--- src/rtl/sift_pkg.sv ---
// Shared constants and FSM state encoding for the frame sifting controller.
package sift_pkg;

  localparam int unsigned FRAME_W         = 80;
  localparam int unsigned LEN_W           = 7;
  localparam int unsigned KEY_LEN_DEFAULT = 256;

  typedef enum logic [2:0] {
    IDLE,
    ACCEPT,
    ISSUE,
    CHECK,
    OUTPUT
  } state_e;

endpackage

--- src/rtl/key_accum.sv ---
// One party's raw-key register: masks the compacted sifter word to its length
// and inserts it at the current fill position, dropping bits past the key end.
module key_accum
  import sift_pkg::*;
#(
  parameter int unsigned KEY_W = KEY_LEN_DEFAULT,
  parameter int unsigned ACC_W = $clog2(KEY_W + 1)
) (
  input  logic               clk,
  input  logic               rst_n,
  input  logic               i_clear,
  input  logic               i_append,
  input  logic [FRAME_W-1:0] i_data,
  input  logic [LEN_W-1:0]   i_len,
  input  logic [ACC_W-1:0]   i_pos,
  output logic [KEY_W-1:0]   o_key
);

  logic [FRAME_W-1:0] w_mask;
  logic [KEY_W-1:0]   w_ins;
  logic [KEY_W-1:0]   r_key;

  // Sifter bits at index >= len are don't-care; the shift drops overflow.
  always_comb begin
    w_mask = '1;
    if (32'(i_len) < FRAME_W) w_mask = ~({FRAME_W{1'b1}} << i_len);
    w_ins = KEY_W'(i_data & w_mask) << i_pos;
  end

  always_ff @(posedge clk or negedge rst_n) begin
    if (!rst_n)        r_key <= '0;
    else if (i_clear)  r_key <= '0;
    else if (i_append) r_key <= r_key | w_ins;
  end

  assign o_key = r_key;

endmodule

--- src/rtl/sift_frame_ctrl.sv ---
// Per-frame sifting sequencer: issues frames to the external sifter, checks the
// returned lengths and accumulates sender/receiver raw keys for hand-off.
module sift_frame_ctrl
  import sift_pkg::*;
#(
  parameter int unsigned KEY_LEN = KEY_LEN_DEFAULT,
  parameter int unsigned CNT_W   = 16,
  localparam int unsigned ACC_W  = $clog2(KEY_LEN + 1)
) (
  input  logic               clk,
  input  logic               rst_n,
  input  logic               enable,
  input  logic               frame_valid,
  output logic               frame_ready,
  input  logic [FRAME_W-1:0] s_sifted,
  input  logic [FRAME_W-1:0] s_svalid,
  input  logic [FRAME_W-1:0] r_sifted,
  input  logic [FRAME_W-1:0] r_svalid,
  output logic [FRAME_W-1:0] sift_s_sifted,
  output logic [FRAME_W-1:0] sift_s_svalid,
  output logic [FRAME_W-1:0] sift_r_sifted,
  output logic [FRAME_W-1:0] sift_r_svalid,
  input  logic [FRAME_W-1:0] sift_s_key,
  input  logic [FRAME_W-1:0] sift_r_key,
  input  logic [LEN_W-1:0]   sift_s_len,
  input  logic [LEN_W-1:0]   sift_r_len,
  output logic               key_valid,
  input  logic               key_ready,
  output logic [KEY_LEN-1:0] key_sender,
  output logic [KEY_LEN-1:0] key_receiver,
  output logic [ACC_W-1:0]   acc_len,
  output logic [CNT_W-1:0]   frame_cnt,
  output logic [CNT_W-1:0]   mismatch_cnt,
  output logic               busy
);

  localparam logic [ACC_W:0] FULL = (ACC_W + 1)'(KEY_LEN);

  state_e             r_state;
  state_e             w_state_nxt;
  logic               r_frame_ready;
  logic               r_key_valid;
  logic               r_busy;
  logic [ACC_W-1:0]   r_acc_len;
  logic [CNT_W-1:0]   r_frame_cnt;
  logic [CNT_W-1:0]   r_mismatch_cnt;
  logic [FRAME_W-1:0] r_s_sifted, r_s_svalid, r_r_sifted, r_r_svalid;
  logic [ACC_W:0]     w_sum;
  logic               w_hs, w_len_eq, w_append, w_clear;

  always_comb begin
    w_hs        = (r_state == ACCEPT) && frame_valid;
    w_len_eq    = (sift_s_len == sift_r_len);
    w_append    = (r_state == CHECK) && w_len_eq && (sift_s_len != '0);
    w_clear     = (r_state == OUTPUT) && key_ready;
    w_sum       = (ACC_W + 1)'(r_acc_len) + (ACC_W + 1)'(sift_s_len);
    w_state_nxt = r_state;
    case (r_state)
      IDLE:    if (enable) w_state_nxt = ACCEPT;
      ACCEPT:  if (frame_valid) w_state_nxt = ISSUE;
               else if (!enable) w_state_nxt = IDLE;
      ISSUE:   w_state_nxt = CHECK;
      CHECK:   w_state_nxt = (w_append && (w_sum >= FULL)) ? OUTPUT : ACCEPT;
      OUTPUT:  if (key_ready) w_state_nxt = enable ? ACCEPT : IDLE;
      default: w_state_nxt = IDLE;
    endcase
  end

  // Outputs are registered from the next state so they track r_state exactly.
  always_ff @(posedge clk or negedge rst_n) begin
    if (!rst_n) begin
      r_state        <= IDLE;
      r_frame_ready  <= 1'b0;
      r_key_valid    <= 1'b0;
      r_busy         <= 1'b0;
      r_acc_len      <= '0;
      r_frame_cnt    <= '0;
      r_mismatch_cnt <= '0;
      r_s_sifted     <= '0;
      r_s_svalid     <= '0;
      r_r_sifted     <= '0;
      r_r_svalid     <= '0;
    end else begin
      r_state       <= w_state_nxt;
      r_frame_ready <= (w_state_nxt == ACCEPT);
      r_key_valid   <= (w_state_nxt == OUTPUT);
      r_busy        <= (w_state_nxt != IDLE);
      if (w_hs) begin
        r_s_sifted <= s_sifted;
        r_s_svalid <= s_svalid;
        r_r_sifted <= r_sifted;
        r_r_svalid <= r_svalid;
        if (r_frame_cnt != '1) r_frame_cnt <= r_frame_cnt + CNT_W'(1);
      end
      if ((r_state == CHECK) && !w_len_eq && (r_mismatch_cnt != '1))
        r_mismatch_cnt <= r_mismatch_cnt + CNT_W'(1);
      if (w_clear)       r_acc_len <= '0;
      else if (w_append) r_acc_len <= (w_sum >= FULL) ? ACC_W'(KEY_LEN) : ACC_W'(w_sum);
    end
  end

  key_accum #(.KEY_W(KEY_LEN), .ACC_W(ACC_W)) u_acc_s (
    .clk      (clk),
    .rst_n    (rst_n),
    .i_clear  (w_clear),
    .i_append (w_append),
    .i_data   (sift_s_key),
    .i_len    (sift_s_len),
    .i_pos    (r_acc_len),
    .o_key    (key_sender)
  );

  key_accum #(.KEY_W(KEY_LEN), .ACC_W(ACC_W)) u_acc_r (
    .clk      (clk),
    .rst_n    (rst_n),
    .i_clear  (w_clear),
    .i_append (w_append),
    .i_data   (sift_r_key),
    .i_len    (sift_r_len),
    .i_pos    (r_acc_len),
    .o_key    (key_receiver)
  );

  assign frame_ready   = r_frame_ready;
  assign key_valid     = r_key_valid;
  assign busy          = r_busy;
  assign acc_len       = r_acc_len;
  assign frame_cnt     = r_frame_cnt;
  assign mismatch_cnt  = r_mismatch_cnt;
  assign sift_s_sifted = r_s_sifted;
  assign sift_s_svalid = r_s_svalid;
  assign sift_r_sifted = r_r_sifted;
  assign sift_r_svalid = r_r_svalid;

endmodule

--- config.mk ---
export PLATFORM = sky130hd
export DESIGN_NAME = sift_frame_ctrl
export DESIGN_NICKNAME = d
export VERILOG_FILES = /design/src/rtl/sift_pkg.sv /design/src/rtl/key_accum.sv /design/src/rtl/sift_frame_ctrl.sv
export SDC_FILE = /design/constraint.sdc
export NUM_CORES = 2
export LEC_CHECK = 0
export ABC_AREA = 1
export CORE_AREA = 2 2 542 544
export CTS_BUF_LIST = sky130_fd_sc_hd__clkbuf_8 sky130_fd_sc_hd__clkbuf_16
export DETAILED_ROUTE_END_ITERATION = 7
export DIE_AREA = 0 0 544 546
export PLACE_DENSITY = 0.41
export SLEW_MARGIN = 20
export SYNTH_ARGS = -nofsm -noshare
export SYNTH_HDL_FRONTEND = slang
export SYNTH_SLANG_ARGS = --single-unit
--- constraint.sdc ---
create_clock -name clk -period 7.2 [get_ports clk]
set_input_delay 0.72 -clock clk [delete_from_list [all_inputs] [get_ports clk]]
set_output_delay 0.72 -clock clk [all_outputs]
set_load 0.01 [all_outputs]
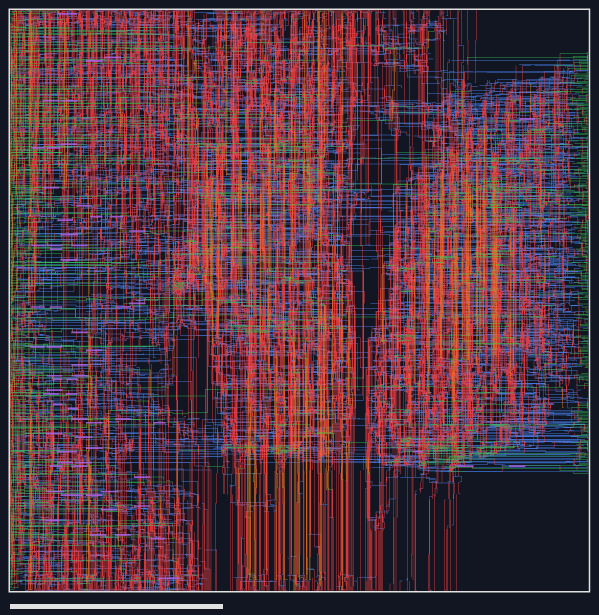
layers.png
The bar under the picture is 200 um long.
| color | layer | wire length |
|---|---|---|
| red | M2 | 217 mm |
| purple | M5 | 846 um |
| orange | M4 | 24.3 mm |
| blue | M1 | 148 mm |
| green | M3 | 33.1 mm |
total track usage: 27.6%
WL final: 423000 um
DR vias: 60685

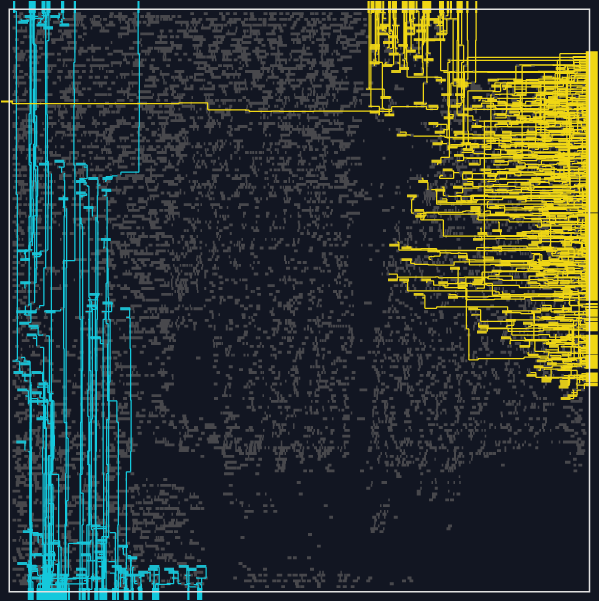
port_trees.png
| color | port | bits | direction | edge | end cells | buffers | wire |
|---|---|---|---|---|---|---|---|
| cyan | sift_s_svalid | 80 | output | 64 south, 16 north | 80 | 80 | 12200 um |
| yellow | key_receiver | 256 | output | 216 east, 39 north, 1 west | 256 | 256 | 20.8 mm |

==> changes_impl.md <==
### Implementation results

* Status: completed
* Top cells by area: dfrtp_1 (43%), nand3_1 (20%), nand2_1 (16%), nor2_1 (4.0%), a21oi_1 (3.4%)
* Area after DPL at 68800 um2
* # clk buffers at 141
* Seq share, synth at 42.8%
* IO Pins at 1375
* Tool Warnings at roughly 59
* Avg Cell Area, Syn at ~6.9 um2
* Post-Syn Nets at 7938
* Vias per inst at a little under 5
* Logic area at 26000 um2
* Hold_ws at 334 ps
* # diodes at 33
* Pre-CTS setup slack at a little under 2000 ps
* Slew Limit Fails at 0
* Crit path to: u_acc_s.o_key[206]
* Signal buf overhead at 20.0%
* Gate Count Post-Synth at 7429
* Async SR Flop Fraction at 100%
* Slew Limit Headroom at between 20% and 30%
* # H-tree levels at 3
* Met2 Usage GRT at between 50% and 60%
* Clock buffer depth at 4
* Area leader share at 42.8%
* Cell depth of the worst flop-to-flop path at 12
* Layout overhead on the synthesized area at 42.0%
* Dominant kind of cell: multi-input combinational cells
* Worst-path maximum fanout at 33
* Top Consumer: combinational cells
* Adder-cell share of the synthesized area at 0.258%
* Worst Setup SP: sift_s_len[3]
* Met1 Track Usage GR at between 20 and 30%
* Antenna violations before repair at 132
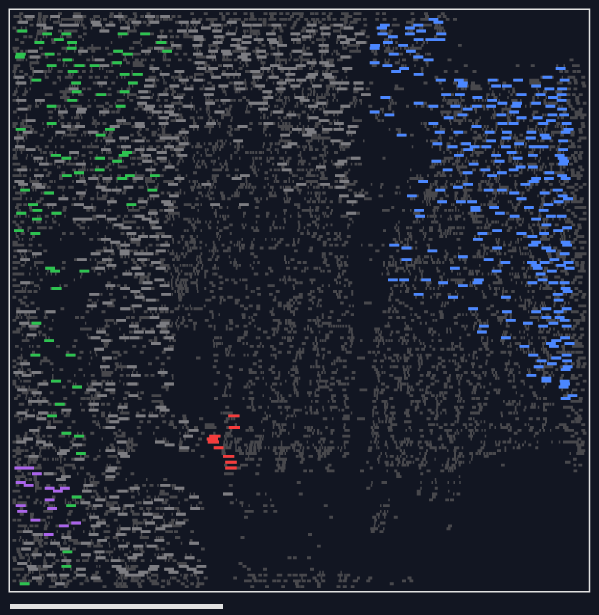
ff_map.png
The bar under the picture is 200 um long.
| color | name in the netlist | sequential cells |
|---|---|---|
| blue | u_acc_r.o_key | 256 |
| purple | frame_cnt | 16 |
| green | sift_r_sifted | 80 |
| red | acc_len | 9 |
Seq power: 0.00668 W
final core area utilization: 25.0%
sequential cell area share: 30.2%
FF+latch area: 22000 um2

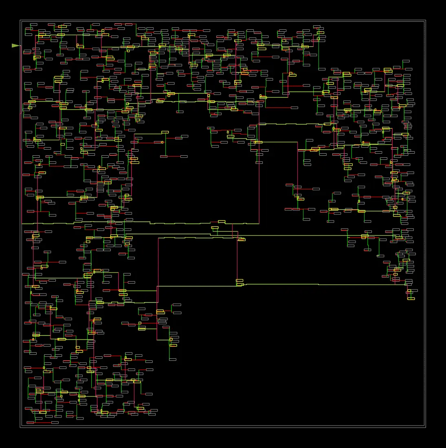
clock_nets.png
clock sinks: 879
Flop Count: 879
TritonCTS Buffers: 118
P_clk: 0.00626 W
Final Skew: 81.6 ps

==> layer usage <==
layer	part of all wire, %	vias to the layer above
met3	7.8	714
met1	35	30061
met2	51	2746
met4	5.7	132
met5	0.20	-
li1	-	27032
==> repair_timing <==
action	in CTS	in global routing
hold buffers	1	0
gates resized	0	0
hold endpoints to repair	36	0
==> cell usage in the layout, fill, tap and decap left out, drive strengths merged, types with 12 or more instances in the layout <==
cell,instances
a31oi,79
o21a,66
xor2,28
nand4,154
inv,362
dfrtp,879
diode,33
o21ai,143
a21oi,353
nand3,2019
o211ai,21
clkinv,42
nand2,2131
nor2,553
clkdlybuf4s50,1373
buf,79
bufinv,12
xnor2,12
clkbuf,141
nor3,39
==> worst max-delay path, delay by kind of cell <==
family / cells / cell delay, ps
simple gates: 7 / 1540
buf+inv: 6 / 2580
compound gates: 2 / 350
No activity file was given, so power comes from the tool's default toggle rates.
